File: src/rtl/mdu_issue_ctrl.sv
// mdu_issue_ctrl: E-stage initiator for the multiply/divide unit. Issues MDU ops, tracks
// their latency against the MDU's stall output, and serves mfhi/mflo reads.
//   state   | meaning
//   S_IDLE  | accepting requests; may be driving a one-cycle mthi/mtlo write
//   S_ISSUE | pulsing mdu_start with the registered op and operands
//   S_WAIT  | latency counter running until the result lands in HI/LO
module mdu_issue_ctrl #(
  parameter int unsigned MUL_CYCLES = 6,
  parameter int unsigned DIV_CYCLES = 11
) (
  input  logic        clk,
  input  logic        reset,
  input  logic        req_valid,
  input  logic [3:0]  req_op,
  input  logic [31:0] req_rs,
  input  logic [31:0] req_rt,
  output logic        req_ready,
  output logic        stall,
  output logic        mdu_start,
  output logic [3:0]  mdu_op,
  output logic [31:0] mdu_in1,
  output logic [31:0] mdu_in2,
  input  logic        mdu_stall,
  input  logic [31:0] mdu_hi,
  input  logic [31:0] mdu_lo,
  output logic        rd_valid,
  output logic [31:0] rd_data,
  output logic        proto_err
);
  localparam int unsigned MAX_CYCLES = (MUL_CYCLES > DIV_CYCLES) ? MUL_CYCLES : DIV_CYCLES;
  localparam int unsigned CW = $clog2(MAX_CYCLES + 1);

  localparam logic [3:0] OP_MULT  = 4'd1;
  localparam logic [3:0] OP_MULTU = 4'd2;
  localparam logic [3:0] OP_DIV   = 4'd3;
  localparam logic [3:0] OP_DIVU  = 4'd4;
  localparam logic [3:0] OP_MFHI  = 4'd5;
  localparam logic [3:0] OP_MFLO  = 4'd6;
  localparam logic [3:0] OP_MTHI  = 4'd7;
  localparam logic [3:0] OP_MTLO  = 4'd8;
  localparam logic [3:0] OP_MSUB  = 4'd9;

  typedef enum logic [1:0] {
    S_IDLE  = 2'd0,
    S_ISSUE = 2'd1,
    S_WAIT  = 2'd2
  } state_t;

  state_t        state_q, state_d;
  logic [CW-1:0] cnt_q, cnt_d;
  logic [3:0]    op_q, op_d;
  logic [31:0]   rs_q, rs_d;
  logic [31:0]   rt_q, rt_d;
  logic          mt_drive_q, mt_drive_d;
  logic          rd_valid_q, rd_valid_d;
  logic [31:0]   rd_data_q, rd_data_d;
  logic          proto_err_q, proto_err_d;

  logic req_is_long, req_is_mt, req_is_mf, op_is_div, accept;

  assign req_is_long = req_op inside {OP_MULT, OP_MULTU, OP_DIV, OP_DIVU, OP_MSUB};
  assign req_is_mt   = req_op inside {OP_MTHI, OP_MTLO};
  assign req_is_mf   = req_op inside {OP_MFHI, OP_MFLO};
  assign op_is_div   = op_q inside {OP_DIV, OP_DIVU};

  // The mthi/mtlo drive cycle blocks accepts so a following mfhi/mflo sees the new value.
  assign req_ready = ~reset & (state_q == S_IDLE) & ~mt_drive_q;
  assign accept    = req_valid & req_ready;
  assign stall     = req_valid & ~req_ready;

  assign rd_valid  = rd_valid_q;
  assign rd_data   = rd_data_q;
  assign proto_err = proto_err_q;

  always_comb begin
    state_d     = state_q;
    cnt_d       = cnt_q;
    op_d        = op_q;
    rs_d        = rs_q;
    rt_d        = rt_q;
    mt_drive_d  = 1'b0;
    rd_valid_d  = 1'b0;
    rd_data_d   = rd_data_q;
    proto_err_d = proto_err_q;
    mdu_start   = 1'b0;
    mdu_op      = 4'd0;
    mdu_in1     = 32'd0;
    mdu_in2     = 32'd0;

    unique case (state_q)
      S_IDLE: begin
        if (mt_drive_q) begin
          mdu_op  = op_q;
          mdu_in1 = rs_q;
        end
        if (mdu_stall) proto_err_d = 1'b1;
        if (accept) begin
          if (req_is_long) begin
            op_d    = req_op;
            rs_d    = req_rs;
            rt_d    = req_rt;
            state_d = S_ISSUE;
          end else if (req_is_mt) begin
            op_d       = req_op;
            rs_d       = req_rs;
            mt_drive_d = 1'b1;
          end else if (req_is_mf) begin
            rd_valid_d = 1'b1;
            rd_data_d  = (req_op == OP_MFHI) ? mdu_hi : mdu_lo;
          end
        end
      end
      S_ISSUE: begin
        mdu_start = 1'b1;
        mdu_op    = op_q;
        mdu_in1   = rs_q;
        mdu_in2   = rt_q;
        cnt_d     = op_is_div ? CW'(DIV_CYCLES) : CW'(MUL_CYCLES);
        state_d   = S_WAIT;
      end
      S_WAIT: begin
        if (cnt_q > CW'(1)) begin
          cnt_d = cnt_q - CW'(1);
          if (!mdu_stall) proto_err_d = 1'b1;
        end else begin
          // Counter expired: hold here until the MDU also reports done.
          cnt_d = '0;
          if (!mdu_stall) state_d = S_IDLE;
        end
      end
      default: state_d = S_IDLE;
    endcase

    if (reset) begin
      mdu_start = 1'b0;
      mdu_op    = 4'd0;
      mdu_in1   = 32'd0;
      mdu_in2   = 32'd0;
    end
  end

  always_ff @(posedge clk) begin
    if (reset) begin
      state_q     <= S_IDLE;
      cnt_q       <= '0;
      op_q        <= 4'd0;
      rs_q        <= 32'd0;
      rt_q        <= 32'd0;
      mt_drive_q  <= 1'b0;
      rd_valid_q  <= 1'b0;
      rd_data_q   <= 32'd0;
      proto_err_q <= 1'b0;
    end else begin
      state_q     <= state_d;
      cnt_q       <= cnt_d;
      op_q        <= op_d;
      rs_q        <= rs_d;
      rt_q        <= rt_d;
      mt_drive_q  <= mt_drive_d;
      rd_valid_q  <= rd_valid_d;
      rd_data_q   <= rd_data_d;
      proto_err_q <= proto_err_d;
    end
  end
endmodule
File: config.mk
export PLATFORM = sky130hd
export DESIGN_NAME = mdu_issue_ctrl
export DESIGN_NICKNAME = d
export VERILOG_FILES = /design/src/rtl/mdu_issue_ctrl.sv
export SDC_FILE = /design/constraint.sdc
export NUM_CORES = 1
export LEC_CHECK = 0
export ABC_AREA = 0
export CORE_ASPECT_RATIO = 0.5
export CORE_UTILIZATION = 44
export CTS_CLUSTER_SIZE = 25
export DETAILED_ROUTE_END_ITERATION = 12
export GPL_ROUTABILITY_DRIVEN = 0
export PLACE_DENSITY_LB_ADDON = 0.08
export SYNTH_ARGS = -nofsm -noshare
export SYNTH_HDL_FRONTEND = slang
export SYNTH_SLANG_ARGS = --single-unit
File: constraint.sdc
create_clock -name clk -period 4.05 [get_ports clk]
set_clock_uncertainty 0.1 [all_clocks]
set_input_delay 0.81 -clock clk [delete_from_list [all_inputs] [get_ports clk]]
set_output_delay 0.81 -clock clk [all_outputs]
set_load 0.02 [all_outputs]
==> run notes <==
Implementation status.

- The report lists the number of cells resized after CTS as 0.
- The number of warnings reported in the stage logs is 31.
- The classification of the worst setup path is reg2out.
- The layout has 6 inverters outside the clock class.
- Per the synthesis report, the adder-cell share of the synthesized area is 0.0174.
- The TritonCTS buffer count is 9.
- The final timing report lists a hold violation count of 0.
- Clock tree synthesis found a total of 109 sinks.
- Data on the critical path is required at its endpoint by 3.14 ns.
- During placement, the flow inserted port buffers numbering about 240.
- The number of cells in the design after placement is 873.
- The amount of wire on met3 after detailed routing is between 900 and 1000 µm.
- The count of flip-flops with a built-in enable after synthesis is 0.
- The fraction of layout instances using a drive strength above 1 is 0.0673.
- In the final layout, flip-flops and latches occupy 0.00218 mm².
- For this configuration, the core starts out at a cell density of 0.455.
- The worst path needs 3.25 ns of the cycle, external delays included.
- The start of the worst register-to-register path is state_q[0].
- Overall routing resource usage recorded by global route was 0.218.
- In the hold report, the worst path ends at proto_err.
- The gate-level netlist out of Yosys references 36 unique cell types.
- The clock reaches the later pin of the worst-skew pair after 0.34 ns.
- Along the worst path, the maximum fanout reaches 36.
- The worst supply voltage drop on vdd is 0.189 mV.
- The highest metal layer carrying signal wires in the routed design is met4.
- Among logic cells in the layout, the one with the most instances is sky130_fd_sc_hd__clkdlybuf4s50_1.
- The capture point of the critical path was reported as mdu_in1[21].
- The die height is between 70 and 80 µm.
- The worst register-to-register path has a setup slack of 1.34 ns.
- The hold buffer count at CTS is 0.
- The part of the cycle the worst path needs is 0.803.
- Once detail routing completed, the nets flagged for antenna violations numbered 0.
- The cell-mix breakdown from Yosys lists the simple-gate area share as 0.205.
- The number of placement rows is 27.
- The aggregate global routing overflow is 0.
- In this run the cell area of the synthesized design comes to 0.00503 mm².
- The depth of the worst hold-timing path is 2.
- The nature of the critical path startpoint is a flip-flop.
- In the post-route analysis, the smallest setup slack over all paths is approximately 0.8 ns.
- The buffers inserted during post-CTS setup optimization is 0.
- The startpoint of the most critical setup path is state_q[0].
- The share of flip-flops with an asynchronous set or reset is 0.
- The remaining routing DRC violations is 0.
- The cell family contributing the most delay on the critical path is buffers and inverters.
- Of all the cell area in the finished design, non-clock buffers hold 0.316.
- The horizontal die size is 153 µm.
- By area, combinational gates come first.
- Total power normalized to cell area comes to 348 mW/mm².
- Setup repair after global routing left no endpoint under its margin.
- TritonCTS built the clock tree.
- The power report puts the leakage power at 0.00270 µW.
- Counting both buffers and inverters, the worst setup path holds a total of 3.
- The dominant register cell in the synthesized netlist is sky130_fd_sc_hd__dfxtp_1.
- For reference, the critical path cell chain is inv_1 > ha_1 > a21oi_1 > nor2_1 > buf_4 > and2_1 > clkdlybuf4s50_1.
- Grouping non-sequential cells by family puts the most area in simple AND/OR/NAND/NOR gates.
- Per the post-synthesis stats, the area per cell is 9.67 µm².
- The count of warnings emitted by yosys is 0.
- Yosys reports the multiplexer fraction of the synthesized area as 0.203.
- For this block, wires on met1 add up to ~5600 µm.
- The growth of design area from synthesis to finish is 54.7%.
- The cell count in the Yosys report is 520.
- The H-tree depth is 3.
- The run finished with clean final reports.
- The filler-free cell count of the finished design is 888.
- The number of nets in the final layout is between 800 and 900.
- The tightest hold path in the finished design has a slack of 0.372 ns.
- The pin count of the biggest net entering global routing is 76.
- The clock tree buffer count of the final layout is 11.
- The total die size is 0.0119 mm².
- The worst hold-check path type is reg2reg.
- The count of buffers not belonging to the clock network in the layout is 248.
- The buffer cell driving the clock tree root is sky130_fd_sc_hd__clkbuf_16.
- The detailed router's first-iteration violation count is 160.
- In the layout the commonest cells are sky130_fd_sc_hd__clkdlybuf4s50_1 (239), sky130_fd_sc_hd__dfxtp_1 (109), sky130_fd_sc_hd__nor2_1 (108), sky130_fd_sc_hd__mux2i_1 (102), sky130_fd_sc_hd__and2_1 (69).
- The layout multi-input combinational cell count is around 370.
- The design has 109 sequential cells.
- The detailed router reported a total wirelength of 12800 µm.
- Per the run summary, max-cap violations total 0.
- The sequential cell area fraction in the yosys report is 0.434.
- Detailed placement finished with a half-perimeter wire length of 9370 µm.
- The met1 usage in global routing is 0.261.
- Walking the critical path from launch to capture passes 7 cell instances.
- The net count entering floorplan is approximately 660.
- The element type at the critical path end is an output port.
- Counting along the longest clock path gives a buffer depth of 2.
- Setup slack on the worst path after placement came out at between 0.7 and 0.8 ns.
- The proportion of cell area occupied by multi-input gates is 0.340.
- The initial antenna violation count is 0.
- For the final routed database, the setup TNS stands at 0 ns.
- In this design, the stage delay of the slowest critical-path cell is 0.63 ns.
- The met3 usage is 0.0721.
- The AND-OR/OR-AND share of the synthesized area is 0.0921.
- The path depth of the worst reg2reg path is 8.
- The endpoint identified for the worst register-to-register timing path is rd_data[23].
- The final report gives the standard cell area, fillers excluded, as 0.00778 mm².
- The register bit total from synthesis is ~110.
- The relative slew slack is 0.413.
- The total length of routed met2 wires is 6100 µm.
- The count of final setup violators is 0.
- The overall via count from detail_route is 4356.
- The global-route wire length before repair is 20900 µm.
- Post-synthesis, Yosys gives the total cell area as 0.00503 mm².
- The post-detailed-route wirelength per cell is 14.4 µm.
- The completed layout was analyzed and its total power is 2710 µW.
- The slowest cell on the critical path is sky130_fd_sc_hd__clkdlybuf4s50_1.
- Looking at the worst setup and hold paths, the clock pins of their registers show a slew of 0.07 ns.
- The arrival time of the worst setup path is 2.34 ns.
- The global routing report lists met2 layer usage as 0.384.
- The number of well taps is 145.
- The number of I/O pins is around 240.
- The via density per instance is 4.91.
- The final timing report lists a max-slew violation count of 0.
- The maximum clock frequency is 307 MHz.
- The instance area after placement is 0.00749 mm².
- The final antenna diode tally reported by the flow is 0.
- The fraction of final cell area spent on clock buffers and inverters in this run is 0.0364.
- The first detailed-routing pass took 4 iterations.
- Leaving out buffers and inverters, the combinational logic in the layout accounts for 0.00265 mm².
- The via count of the first global-routing pass is about 4300.
- At the pin with the least slew margin, the transition time is a little under 0.9 ns.
- STA lists the startpoint of the worst hold path as proto_err.
- The busiest metal layer after global routing is met2.
- The synthesized instance count is 520.
- The xor/xnor share of the synthesized area is 0.00174.
## registers in the layout, summed over array words and instances (netlist names), 2 cells and up
signal   flops
rt_q        32
rd_data     32
cnt_q        4
op_q         4
state_q      2
rs_q        32
## cells in the mapped netlist (2+ instances only)
| master | count | share of area |
|---|---|---|
| sky130_fd_sc_hd__a211oi_1 | 13 | 0.019 |
| sky130_fd_sc_hd__a211oi_2 | 20 | 0.050 |
| sky130_fd_sc_hd__a21oi_1 | 5 | 0.0050 |
| sky130_fd_sc_hd__and2_1 | 69 | 0.086 |
| sky130_fd_sc_hd__buf_2 | 9 | 0.0090 |
| sky130_fd_sc_hd__buf_4 | 9 | 0.013 |
| sky130_fd_sc_hd__buf_6 | 2 | 0.0045 |
| sky130_fd_sc_hd__clkbuf_1 | 20 | 0.015 |
| sky130_fd_sc_hd__dfxtp_1 | 109 | 0.43 |
| sky130_fd_sc_hd__ha_1 | 7 | 0.017 |
| sky130_fd_sc_hd__inv_1 | 6 | 0.0045 |
| sky130_fd_sc_hd__mux2i_1 | 102 | 0.20 |
| sky130_fd_sc_hd__nand2_1 | 3 | 0.0022 |
| sky130_fd_sc_hd__nand2b_1 | 5 | 0.0062 |
| sky130_fd_sc_hd__nand4b_1 | 2 | 0.0035 |
| sky130_fd_sc_hd__nor2_1 | 108 | 0.081 |
| sky130_fd_sc_hd__nor2b_1 | 3 | 0.0037 |
| sky130_fd_sc_hd__nor3_1 | 5 | 0.0050 |
| sky130_fd_sc_hd__o21ai_0 | 4 | 0.0040 |
| sky130_fd_sc_hd__o22ai_1 | 3 | 0.0037 |
## power breakdown
group | switching [µW] | total, µW | leakage [µW] | internal, µW
sequential | 45.7 | 1190 | 0.000883 | 1140
combinational | 334 | 673 | 0.00168 | 339
clock | 371 | 846 | 0.000132 | 476
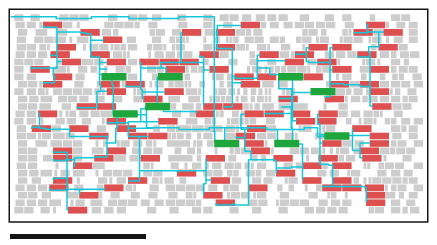
Fig. 1. Clock distribution.
Scale bar: 50 µm.
clock wires -> cyan  # length 1230 µm
flip-flops -> red  # count 109
clock drivers -> green  # count 9
routed clock nets = 10

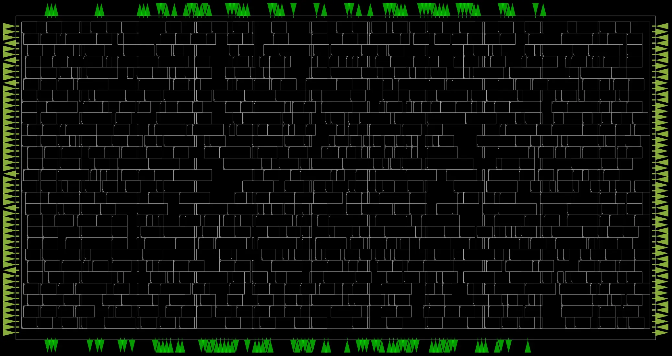
Fig. 2. Placed standard cells.
Seq area share: 0.281
fill cell count: 882
area of the placeable core: 0.0110 mm²
utilization after layout: 0.704

Power is estimated from default activity; no workload was simulated.
